**Run 1: placement density heat map**

18 x 15 tiles, from dark blue (low) to red (high), 0 to 100% covered.
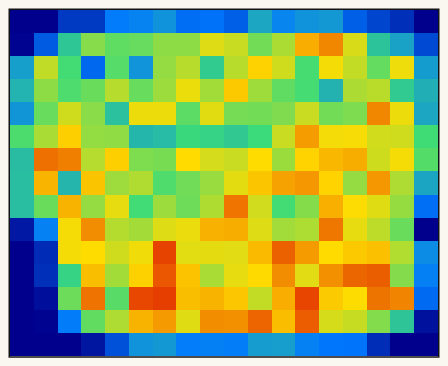
**Run 1: wiring by layer**

The bar under the picture is 50 um long.
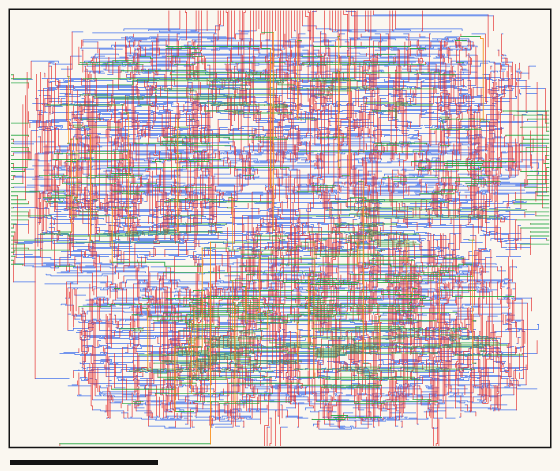
**Run 1: routing congestion map**

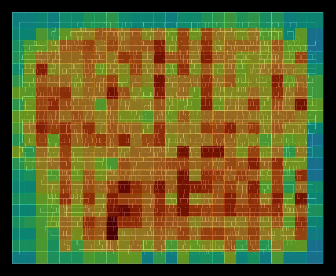
**Run 1: gate families picked out**

The bar under the picture is 50 um long.
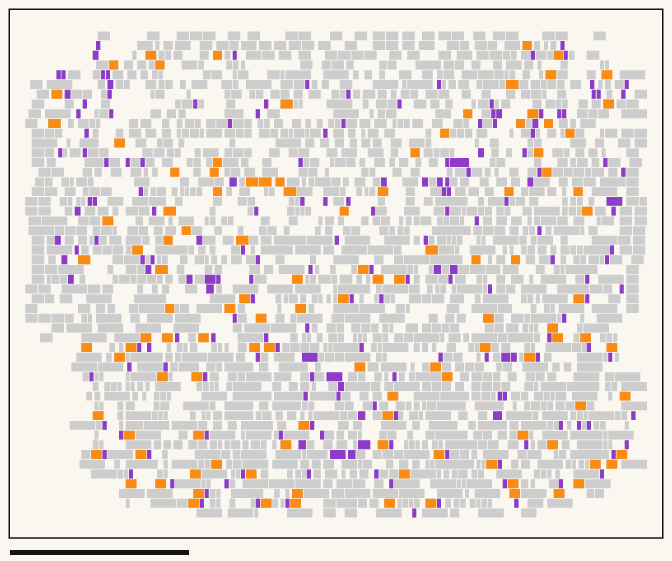
$ cat src/rtl/branch_predictor_unit.sv
// rtl/branch_predictor_unit.sv - next-PC generator with saturating-counter direction table
// Optional gshare indexing (global history XOR pc index) when GSHARE_EN is defined.
module branch_predictor_unit #(
   parameter int                DATA_W    = 32,
   parameter int                IDX_BITS  = 6,
   parameter int                CNT_BITS  = 2,
   parameter logic [DATA_W-1:0] RESET_PC  = '0,
   parameter int                HIST_BITS = 6
) (
   input  logic              clk,
   input  logic              rst,
   input  logic              in_fetcher_ena,
   input  logic [DATA_W-1:0] in_last_pc,
   input  logic [DATA_W-1:0] in_last_inst,
   output logic [DATA_W-1:0] out_next_pc,
   output logic              out_next_taken,
   input  logic              in_forwarding_valid,
   input  logic              in_misbranch,
   input  logic              in_forwarding_branch_taken,
   input  logic [DATA_W-1:0] in_forwarding_branch_pc,
   input  logic [DATA_W-1:0] in_forwarding_correct_address,
   output logic              out_clear_all
);

   localparam int                ENTRIES   = 1 << IDX_BITS;
   localparam logic [6:0]        OP_BRANCH = 7'b1100011;
   localparam logic [6:0]        OP_JAL    = 7'b1101111;
   localparam logic [CNT_BITS-1:0] CNT_INIT = CNT_BITS'((1 << (CNT_BITS - 1)) - 1);
   localparam logic [CNT_BITS-1:0] CNT_MAX  = '1;

   logic [CNT_BITS-1:0] cnt_q [ENTRIES];
   logic [CNT_BITS-1:0] cnt_d [ENTRIES];
   logic [DATA_W-1:0]   next_pc_q, next_pc_d;
   logic [IDX_BITS-1:0] lookup_idx, update_idx;
   logic [DATA_W-1:0]   b_imm, j_imm, pc_plus4;
   logic                unused_pc_bits;

`ifdef GSHARE_EN
   logic [HIST_BITS-1:0] ghr_q, ghr_d;

   // Both indices hash with the pre-edge history; the shift lands at the clock edge.
   assign lookup_idx = in_last_pc[IDX_BITS+1:2] ^ IDX_BITS'(ghr_q);
   assign update_idx = in_forwarding_branch_pc[IDX_BITS+1:2] ^ IDX_BITS'(ghr_q);

   always_comb begin
      ghr_d = ghr_q;
      if (in_forwarding_valid) begin
         ghr_d = HIST_BITS'({ghr_q, in_forwarding_branch_taken});
      end
   end
`else
   logic [HIST_BITS-1:0] unused_hist;

   assign unused_hist = '0;
   assign lookup_idx  = in_last_pc[IDX_BITS+1:2];
   assign update_idx  = in_forwarding_branch_pc[IDX_BITS+1:2];
`endif

   assign unused_pc_bits = ^{in_forwarding_branch_pc[DATA_W-1:IDX_BITS+2],
                             in_forwarding_branch_pc[1:0]};

   assign b_imm = {{(DATA_W-12){in_last_inst[31]}}, in_last_inst[7],
                   in_last_inst[30:25], in_last_inst[11:8], 1'b0};
   assign j_imm = {{(DATA_W-20){in_last_inst[31]}}, in_last_inst[19:12],
                   in_last_inst[20], in_last_inst[30:21], 1'b0};
   assign pc_plus4 = in_last_pc + DATA_W'(4);

   assign out_next_taken = cnt_q[lookup_idx][CNT_BITS-1];
   assign out_clear_all  = in_misbranch;
   assign out_next_pc    = next_pc_q;

   always_comb begin
      next_pc_d = next_pc_q;
      if (in_fetcher_ena) begin
         if (in_misbranch) begin
            next_pc_d = in_forwarding_correct_address;
         end else if (in_last_inst[6:0] == OP_BRANCH) begin
            next_pc_d = out_next_taken ? (in_last_pc + b_imm) : pc_plus4;
         end else if (in_last_inst[6:0] == OP_JAL) begin
            next_pc_d = in_last_pc + j_imm;
         end else begin
            next_pc_d = pc_plus4;
         end
      end
   end

   // Training follows the resolution bus only; fetch stalls do not block it.
   always_comb begin
      cnt_d = cnt_q;
      if (in_forwarding_valid) begin
         if (in_forwarding_branch_taken) begin
            if (cnt_q[update_idx] != CNT_MAX) begin
               cnt_d[update_idx] = cnt_q[update_idx] + CNT_BITS'(1);
            end
         end else if (cnt_q[update_idx] != '0) begin
            cnt_d[update_idx] = cnt_q[update_idx] - CNT_BITS'(1);
         end
      end
   end

   always_ff @(posedge clk) begin
      if (rst) begin
         next_pc_q <= RESET_PC;
         for (int i = 0; i < ENTRIES; i++) begin
            cnt_q[i] <= CNT_INIT;
         end
`ifdef GSHARE_EN
         ghr_q <= '0;
`endif
      end else begin
         next_pc_q <= next_pc_d;
         for (int i = 0; i < ENTRIES; i++) begin
            cnt_q[i] <= cnt_d[i];
         end
`ifdef GSHARE_EN
         ghr_q <= ghr_d;
`endif
      end
   end

endmodule

$ cat config.mk
export PLATFORM = sky130hd
export DESIGN_NAME = branch_predictor_unit
export DESIGN_NICKNAME = d
export VERILOG_FILES = /design/src/rtl/branch_predictor_unit.sv
export SDC_FILE = /design/constraint.sdc
export NUM_CORES = 1
export LEC_CHECK = 0
export CAP_MARGIN = 15
export CORE_ASPECT_RATIO = 0.8
export CORE_MARGIN = 4
export CORE_UTILIZATION = 48
export DETAILED_ROUTE_END_ITERATION = 10
export PLACE_DENSITY_LB_ADDON = 0.3
export RECOVER_POWER = 25
export SYNTH_ARGS = -nofsm -noshare
export SYNTH_HDL_FRONTEND = slang
export SYNTH_SLANG_ARGS = --single-unit
$ cat constraint.sdc
create_clock -name clk -period 3.8 [get_ports clk]
set_input_delay 0.57 -clock clk [delete_from_list [all_inputs] [get_ports clk]]
set_output_delay 0.57 -clock clk [all_outputs]
set_load 0.01 [all_outputs]
==> changes_impl.md, run 1 <==
## Flow update

- Status: completed
- Worst Setup Path Type: in2out
- Clock power share: 38.1%
- Leakage: 5.87 nW
- Filler cells: 2116
- Seq Cell Count: 160
- Gpl congestion: 1.01
- Sw Share: 30.2%
- Layout cells sized above 1: 16.0%
- Yosys top cell by instances: nand2_1
- Relative slew slack: 47.6%
- Count of clock buffers in the final design: 21
- Ys cells: 1544
- Post-detail-place hpwl: 34900 um
- Synthesized instance count: 1544
- Initial antenna violation count: 0
- Inverters: 14
- Routed Antenna Nets: 0
- Synthesized registers: 160
- Multi-input combinational area share: 51.8%
- Max-slew violation count: 0
- Log Warnings: 54
- Cell area leaders: dfxtp_1, nand2_1, a21oi_1
- Post-Synthesis Cell Area: 0.0116 sq mm
- Yosys top cell by area: dfxtp_1
- Logic area: 0.00794 sq mm
- Non-clock buffer share: 20.3%
- PD cells: 321 mW/mm^2
- Final Hold Viols: 0
- Post-synth seq share: 27.5%
- Via count: 13500
- Most instantiated logic cell after routing: nand2_1
- Clock tree cell share of total cell area: 4.03%
- FP Rows: 50
- RSZ-0062 raised after global routing: false
- Net Switching: 1.49 mW
- Combinational power share: 26.7%
- Worst-path fanout max: 7
- Sequential power share: 35.2%
- Final Cell Area: 0.0153 sq mm
- Worst IR Drop VDD: 365 uV
- IO Pins: 168
- Fin Setup TNS: 0 ns
- Register Area: 0.00320 sq mm
- Cells after DPL: 2092
- Area figure in the yosys stat output: 0.0116 sq mm
- Worst-margin pin slew: 0.785 ns
- MI comb cells: 1248
- Hold Crit Class: reg2reg
- Most used DFF post-synth: dfxtp_1
- Post-synth top cells: nand2_1, dfxtp_1, nor2_1
- Final Power: 4.91 mW
- Total gr overflow: 0
- Antenna diodes: 0
- DRT Wirelength: 46300 um
- PnR worst setup slack: 0.171 ns
- Register share of the cell area: 20.9%
- Clk root buf: clkbuf_16
- Height of the chip: 147 um
Notes on 'placement density heat map' above:
The fullest tile reaches 93%. 23% of the tiles are over 75% full. 5.6% of the tiles are nearly empty. The mean over all tiles is 56%.

Notes on 'wiring by layer' above:
Red marks M2, wire length 18900 um. Orange marks M4, wire length 1020 um. Blue marks M1, wire length 20.4 mm. Green marks M3, wire length 5920 um.

Notes on 'routing congestion map' above:
grt met2 use: 46.5%
Wirelength per Cell: 21.8 um
Tot GR Track Use: 33.4%
layer with the highest usage: met1
Core Util, Final: 64.8%

Notes on 'gate families picked out' above:
Purple marks nor cells, cells 189, most used nor2_1, where spread over the die. Orange marks non-inverting ao/oa cells, cells 114, most used a211o_1, where spread over the die.

-- run 1: critical path, stage by stage --
cell,delay (ns)
clkdlybuf4s50_1,0.56
buf_6,0.20
mux4_2,0.52
mux4_2,0.51
mux2i_1,0.17
nand2_1,0.07
o31a_2,0.13
dlygate4sd2_1,0.32
-- run 1: what timing repair did --
item,4_1_cts,5_1_grt
hold buffers,0,0
endpoints found under the hold margin,0,0
gates resized,4,10
endpoints found under the setup margin,57,128
-- run 1: power by group through the flow --
| stage | sequential [mW] | clock [mW] | combinational (mW) |
|---|---|---|---|
| global placement | 1.77 | 0 | 1.28 |
| CTS | 1.73 | 1.87 | 1.29 |
| floorplan | 1.77 | 0 | 0.682 |
| finish | 1.73 | 1.87 | 1.31 |
| detailed placement | 1.77 | 0 | 1.28 |
| global route | 1.73 | 1.95 | 1.40 |
-- run 1: per-layer routing --
metal	track usage [%]	wire, um	vias up
met5	0	0	-
met2	46.5	18900	823
met4	9.60	1020	0
met3	8.07	5920	90
met1	50.6	20400	6330
li1	-	-	6242
-- run 1: path summary, 6_finish.rpt --
kind / slack (ns) / end / depth (start not counted) / startpoint
min: 0.46 / register / 1 / register
min reg2reg: 0.46 / register / 1 / register
max: 0.17 / out_next_taken / 8 / in_last_pc[2]
max reg2reg: 0.75 / out_next_pc[7] / 9 / cnt_q[29]
-- run 1: cells by family (layout without fill, tap and decap cells) --
| logic type | count (synthesis) | after routing | share of synthesized area (%) |
|---|---|---|---|
| muxes | 37 | 37 | 4.49 |
| and+or+nand+nor | 595 | 595 | 23.2 |
| buffers and inverters | 136 | 402 | 4.89 |
| xor gates and xnor gates | 80 | 80 | 6.02 |
| adders and majority gates | 48 | 48 | 5.29 |
| DFF | 160 | 160 | 27.5 |
| AOI/OAI and AO/OA | 488 | 488 | 28.6 |
==> run 1 -> run 2 <==
- CELL_PAD_IN_SITES_DETAIL_PLACEMENT: unset -> 1
- CELL_PAD_IN_SITES_GLOBAL_PLACEMENT: unset -> 2
- CORE_UTILIZATION: 48 -> 29
- RECOVER_POWER: 25 -> 50
**Run 2: routing congestion map**

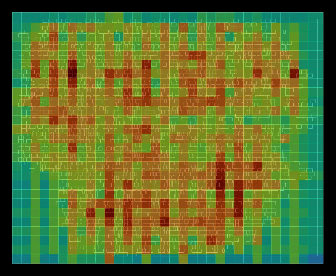
met1 Resource Use GR: 37.8%
grt met2 use: 35.9%
Core Util, Final: 40.9%
met3 usage in global routing: 4.37%
Tot GR Track Use: 24.6%

==> run 2 against run 1 <==
Compared with the run above:
- wire length grew 20%
- sequential cell count is the same
- worst setup slack lost 0.031 ns
- via count is essentially flat
- largest power group unchanged
==> changes_impl.md, run 2 <==
## Flow update

- FP Rows: 65 (was 50)
- Via count: 13500 (about the same)
- Max cap viols: 0 (unchanged)
- Final Hold Viols: 0 (unchanged)
- Area figure in the yosys stat output: 0.0116 sq mm (unchanged)
- Sw Share: 33.3% (was 30.2%)
- Ys cells: 1544 (unchanged)
- Setup crit end: out_next_pc[9] (was out_next_taken)
- Setup crit end kind: register (was output port)
- Leakage: 6.14 nW (was 5.87 nW)
- Total gr overflow: 0 (unchanged)
- Logic area: 0.00803 sq mm (was 0.00794 sq mm)
- Register Area: 0.00320 sq mm (unchanged)
- Hold path cells: 1 (unchanged)
- Reg-to-reg endpoint: out_next_pc[9] (was out_next_pc[7])
- Cell area leaders: dfxtp_1, nand2_1, a21oi_1 (unchanged)
- Final min period: 3.66 ns (was 3.63 ns)
- Antenna diodes: 0 (unchanged)
- Most numerous logic cells after layout: buf_4, nand2_1, dfxtp_1, nor2_1, a21oi_1 (was nand2_1, buf_4, dfxtp_1, nor2_1, a21oi_1)
- Combinational power share: 28.5% (was 26.7%)
- Worst IR Drop VDD: 205 uV (was 365 uV)
- Post-detail-place hpwl: 42500 um (was 34900 um)
- Clock power share: 37.3% (was 38.1%)
- Worst-margin pin slew: 0.849 ns (was 0.785 ns)
- Sequential power: 1.73 mW (about the same)
- Log Warnings: 55 (was 54)
- Yosys top cell by area: dfxtp_1 (unchanged)
- P_comb: 1.44 mW (was 1.31 mW)
- Clock Power: 1.88 mW (was 1.87 mW)
- Post-synth seq share: 27.5% (unchanged)
- Worst-path fanout max: 20 (was 7)
- Net Switching: 1.68 mW (was 1.49 mW)
- Worst Clk Skew: 0.0114 ns (was 0.00686 ns)
- Worst Setup Path Type: in2reg (was in2out)
- Relative slew slack: 43.4% (was 47.6%)
- Yosys top cell by instances: nand2_1 (unchanged)
- Hold Crit Class: reg2reg (unchanged)
- Cells after DPL: 2345 (was 2092)
- PD cells: 312 mW/mm^2 (was 321 mW/mm^2)
- Pwr top: the clock network (unchanged)
- Synthesized instance count: 1544 (unchanged)
- Layout net count: 2021 (was 1981)
- Reg2reg start: cnt_q[49] (was cnt_q[29])
- FF-to-FF setup slack: 0.58 ns (was 0.75 ns)
- Initial antenna violation count: 0 (unchanged)
- Most used DFF post-synth: dfxtp_1 (unchanged)
- Height of the chip: 187 um (was 147 um)
- Fin Setup TNS: 0 ns (unchanged)
- Layout cells sized above 1: 18.5% (was 16.0%)
- R2R cell count: 10 (was 9)
- DRT Wirelength: 55600 um (was 46300 um)
- Final Cell Area: 0.0162 sq mm (was 0.0153 sq mm)
- Gpl congestion: 0.915 (was 1.01)
- Synth async-reset ratio: 0% (unchanged)
- Post-synth top cells: nand2_1, dfxtp_1, nor2_1 (unchanged)
- Sequential power share: 34.2% (was 35.2%)
- Clk root buf: clkbuf_16 (unchanged)
- Most instantiated logic cell after routing: buf_4 (was nand2_1)
- Wirelength per Cell: 23.3 um (was 21.8 um)
- Max-slew violation count: 0 (unchanged)
- Hold Buf Count CTS: 0 (unchanged)
- Synthesized registers: 160 (unchanged)
- DRC Markers: 0 (unchanged)
- Routed Antenna Nets: 0 (unchanged)
- Worst setup SP type: input pin (unchanged)
- Status: completed (unchanged)
- Post-Synthesis Cell Area: 0.0116 sq mm (unchanged)
- First-pass GRT wire length: 82500 um (was 70900 um)
- CP startpoint: in_last_pc[3] (was in_last_pc[2])
- IO Pins: 168 (unchanged)
- RSZ-0062 raised after global routing: false (unchanged)
- Filler cells: 4806 (was 2116)
run 2: cell type report:
class / count / share of cell area, %
clock buffer: 18 / 2.72
clock inverter: 14 / 1.06
inverter: 14 / 0.325
multi-input combinational: 1248 / 49.7
sequential: 160 / 19.8
tap: 536 / 4.15
timing repair buffer: 398 / 22.3
run 2: kinds of logic (layout without fill, tap and decap cells):
logic type                 Yosys count  in the layout  synth area share (%)
AOI/OAI and AO/OA                  488            488                  28.6
xor gates and xnor gates            80             80                  6.02
adders and majority gates           48             48                  5.29
buffers and inverters              136            444                  4.89
DFF                                160            160                  27.5
muxes                               37             37                  4.49
and+or+nand+nor                    595            595                  23.2
run 2: worst max-delay path, stage by stage:
cell             delay (ns)
clkdlybuf4s50_1        0.50
buf_12                 0.15
mux4_2                 0.54
mux4_2                 0.51
mux2i_1                0.19
nand2_1                0.08
o31a_2                 0.17
buf_4                  0.18
clkbuf_2               0.36
mux2i_1                0.43
nand2_1                0.09
a32o_1                 0.22
run 2: repair_timing:
item / in CTS / in global routing
gates resized: 5 / 48
gates cloned: 0 / 3
endpoints found under the setup margin: 56 / 129
buffers inserted: 0 / 8
pin swaps: 0 / 5
run 2: layer usage:
| layer | GRT usage (%) | wire, um | vias up |
|---|---|---|---|
| met3 | 4.37 | 3380 | 54 |
| met5 | 0 | 0 | - |
| met2 | 35.9 | 23400 | 403 |
| met1 | 37.8 | 28100 | 6712 |
| met4 | 4.71 | 777 | 0 |
| li1 | - | - | 6317 |
run 2: stage by stage:
step / setup slack, ns / hold slack [ns] / total power, mW
floorplan: 0.0901 / 0.436 / 2.46
global placement: -0.560 / 0.447 / 3.15
detailed placement: -0.610 / 0.450 / 3.17
CTS: 0.00118 / 0.469 / 5.06
global route: 0.114 / 0.483 / 5.25
finish: 0.139 / 0.470 / 5.05
==> run 2 -> run 3 <==
- ABC_CLOCK_PERIOD_IN_PS: unset -> 3800
- SLEW_MARGIN: unset -> 20
**Run 3: clock network drawn from the DEF**

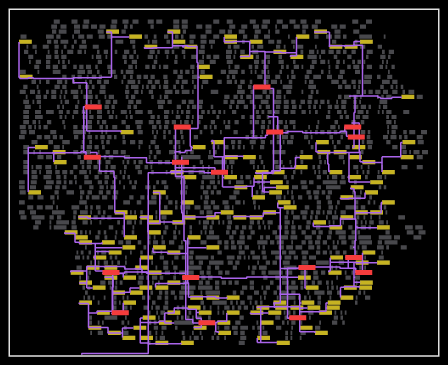
Purple marks clock wires, length 2840 um. Yellow marks flip-flops, count 160. Red marks clock-net drivers, count 17.
There are 18 routed clock nets.
Worst Clk Skew: 0.0114 ns
Clock Power: 1.88 mW
clock power share: 37.3%
clk latency late pin: 0.47 ns

==> run 3 against run 2 <==
Compared with the run above:
- sequential share of layout area is the same
- non-clock buffer count is the same
- count of clock-buffer cells in the layout is the same
- sequential power is essentially flat
- worst hold slack is the same
- clock skew is the same
- worst setup slack is the same
- highest routed layer unchanged
==> changes_impl.md, run 3 <==
## Flow update

- Worst-margin pin slew: 0.849 ns (unchanged)
- Via count: 13500 (unchanged)
- CP startpoint: in_last_pc[3] (unchanged)
- Clk root buf: clkbuf_16 (unchanged)
- R2R cell count: 10 (unchanged)
- Most used DFF post-synth: dfxtp_1 (unchanged)
- Leakage: 6.14 nW (unchanged)
- DRC Markers: 0 (unchanged)
- Post-synth top cells: nand2_1, dfxtp_1, nor2_1 (unchanged)
- IO Pins: 168 (unchanged)
- Worst Setup Path Type: in2reg (unchanged)
- Cell area leaders: dfxtp_1, nand2_1, a21oi_1 (unchanged)
- Post-synth seq share: 27.5% (unchanged)
- Final Cell Area: 0.0162 sq mm (unchanged)
- Reg2reg start: cnt_q[49] (unchanged)
- Total gr overflow: 0 (unchanged)
- Synthesized instance count: 1544 (unchanged)
- PnR worst setup slack: 0.139 ns (unchanged)
- Area figure in the yosys stat output: 0.0116 sq mm (unchanged)
- DRT Wirelength: 55600 um (unchanged)
- Final Power: 5.05 mW (unchanged)
- Routed Antenna Nets: 0 (unchanged)
- Layout net count: 2021 (unchanged)
- Dpl ws: -0.610 ns (unchanged)
- FP Rows: 65 (unchanged)
- CP max-delay cell: mux4_2 (unchanged)
- Height of the chip: 187 um (unchanged)
- Synth async-reset ratio: 0% (unchanged)
- Fin Setup TNS: 0 ns (unchanged)
- First-pass GRT wire length: 82500 um (unchanged)
- Worst-path fanout max: 20 (unchanged)
- Yosys top cell by area: dfxtp_1 (unchanged)
- CP delay by family, top: multiplexers (unchanged)
- CP bufs+invs: 4 (unchanged)
- Worst setup SP type: input pin (unchanged)
- Initial antenna violation count: 0 (unchanged)
- Most instantiated logic cell after routing: buf_4 (unchanged)
- Worst IR Drop VDD: 205 uV (unchanged)
- Antenna diodes: 0 (unchanged)
- Setup crit end: out_next_pc[9] (unchanged)
- Status: completed (unchanged)
## run 3: layer usage
metal	vias up	GRT usage (%)	part of all wire, %
met5	-	0	0
met4	0	4.71	1.4
met3	54	4.37	6.1
met2	403	35.9	42
met1	6712	37.8	50
li1	6317	-	-
## run 3: how the worst min path moves through the flow
stage                         from        to  slack (ns)  cells past startpoint
after global routing      register  register        0.48                      1
final                     register  register        0.47                      1
after floorplan           register  register        0.44                      1
after CTS                 register  register        0.47                      1
after global placement    register  register        0.45                      1
after detailed placement  register  register        0.45                      1
## run 3: layout make-up
cell class | count | area [sq um] | area share [%]
inverter | 14 | 52.6 | 0.325
multi-input combinational | 1248 | 8030 | 49.7
clock buffer | 18 | 439 | 2.72
sequential | 160 | 3200 | 19.8
timing repair buffer | 398 | 3600 | 22.3
clock inverter | 14 | 171 | 1.06
tap | 536 | 671 | 4.15
## run 3: timing repair
item / CTS / global route
gates resized: 5 / 48
buffers inserted: 0 / 8
endpoints found under the setup margin: 56 / 129
gates cloned: 0 / 3
pin swaps: 0 / 5
## run 3: cells by family (layout without fill, tap and decap cells)
group	Yosys count	in the layout	synth area share, %
buffers and inverters	136	444	4.89
AND/OR/NAND/NOR	595	595	23.2
AND-OR/OR-AND	488	488	28.6
multiplexers	37	37	4.49
XOR/XNOR	80	80	6.02
adder cells (fa/ha/maj)	48	48	5.29
flip-flops	160	160	27.5
## run 3: power breakdown
part	internal, mW	switching (mW)	leakage, nW
registers	1.71	0.0212	1.30
logic	0.652	0.786	4.55
clock network	1.01	0.873	0.295
## run 3: through the flow
stage	util, %	std cells
after CTS	40.3	2377
after detailed placement	38.8	2345
after global placement	38.8	2345
after global routing	40.9	2388
after floorplan	-	1544
final	40.9	2388
Power is estimated from default activity; no workload was simulated.
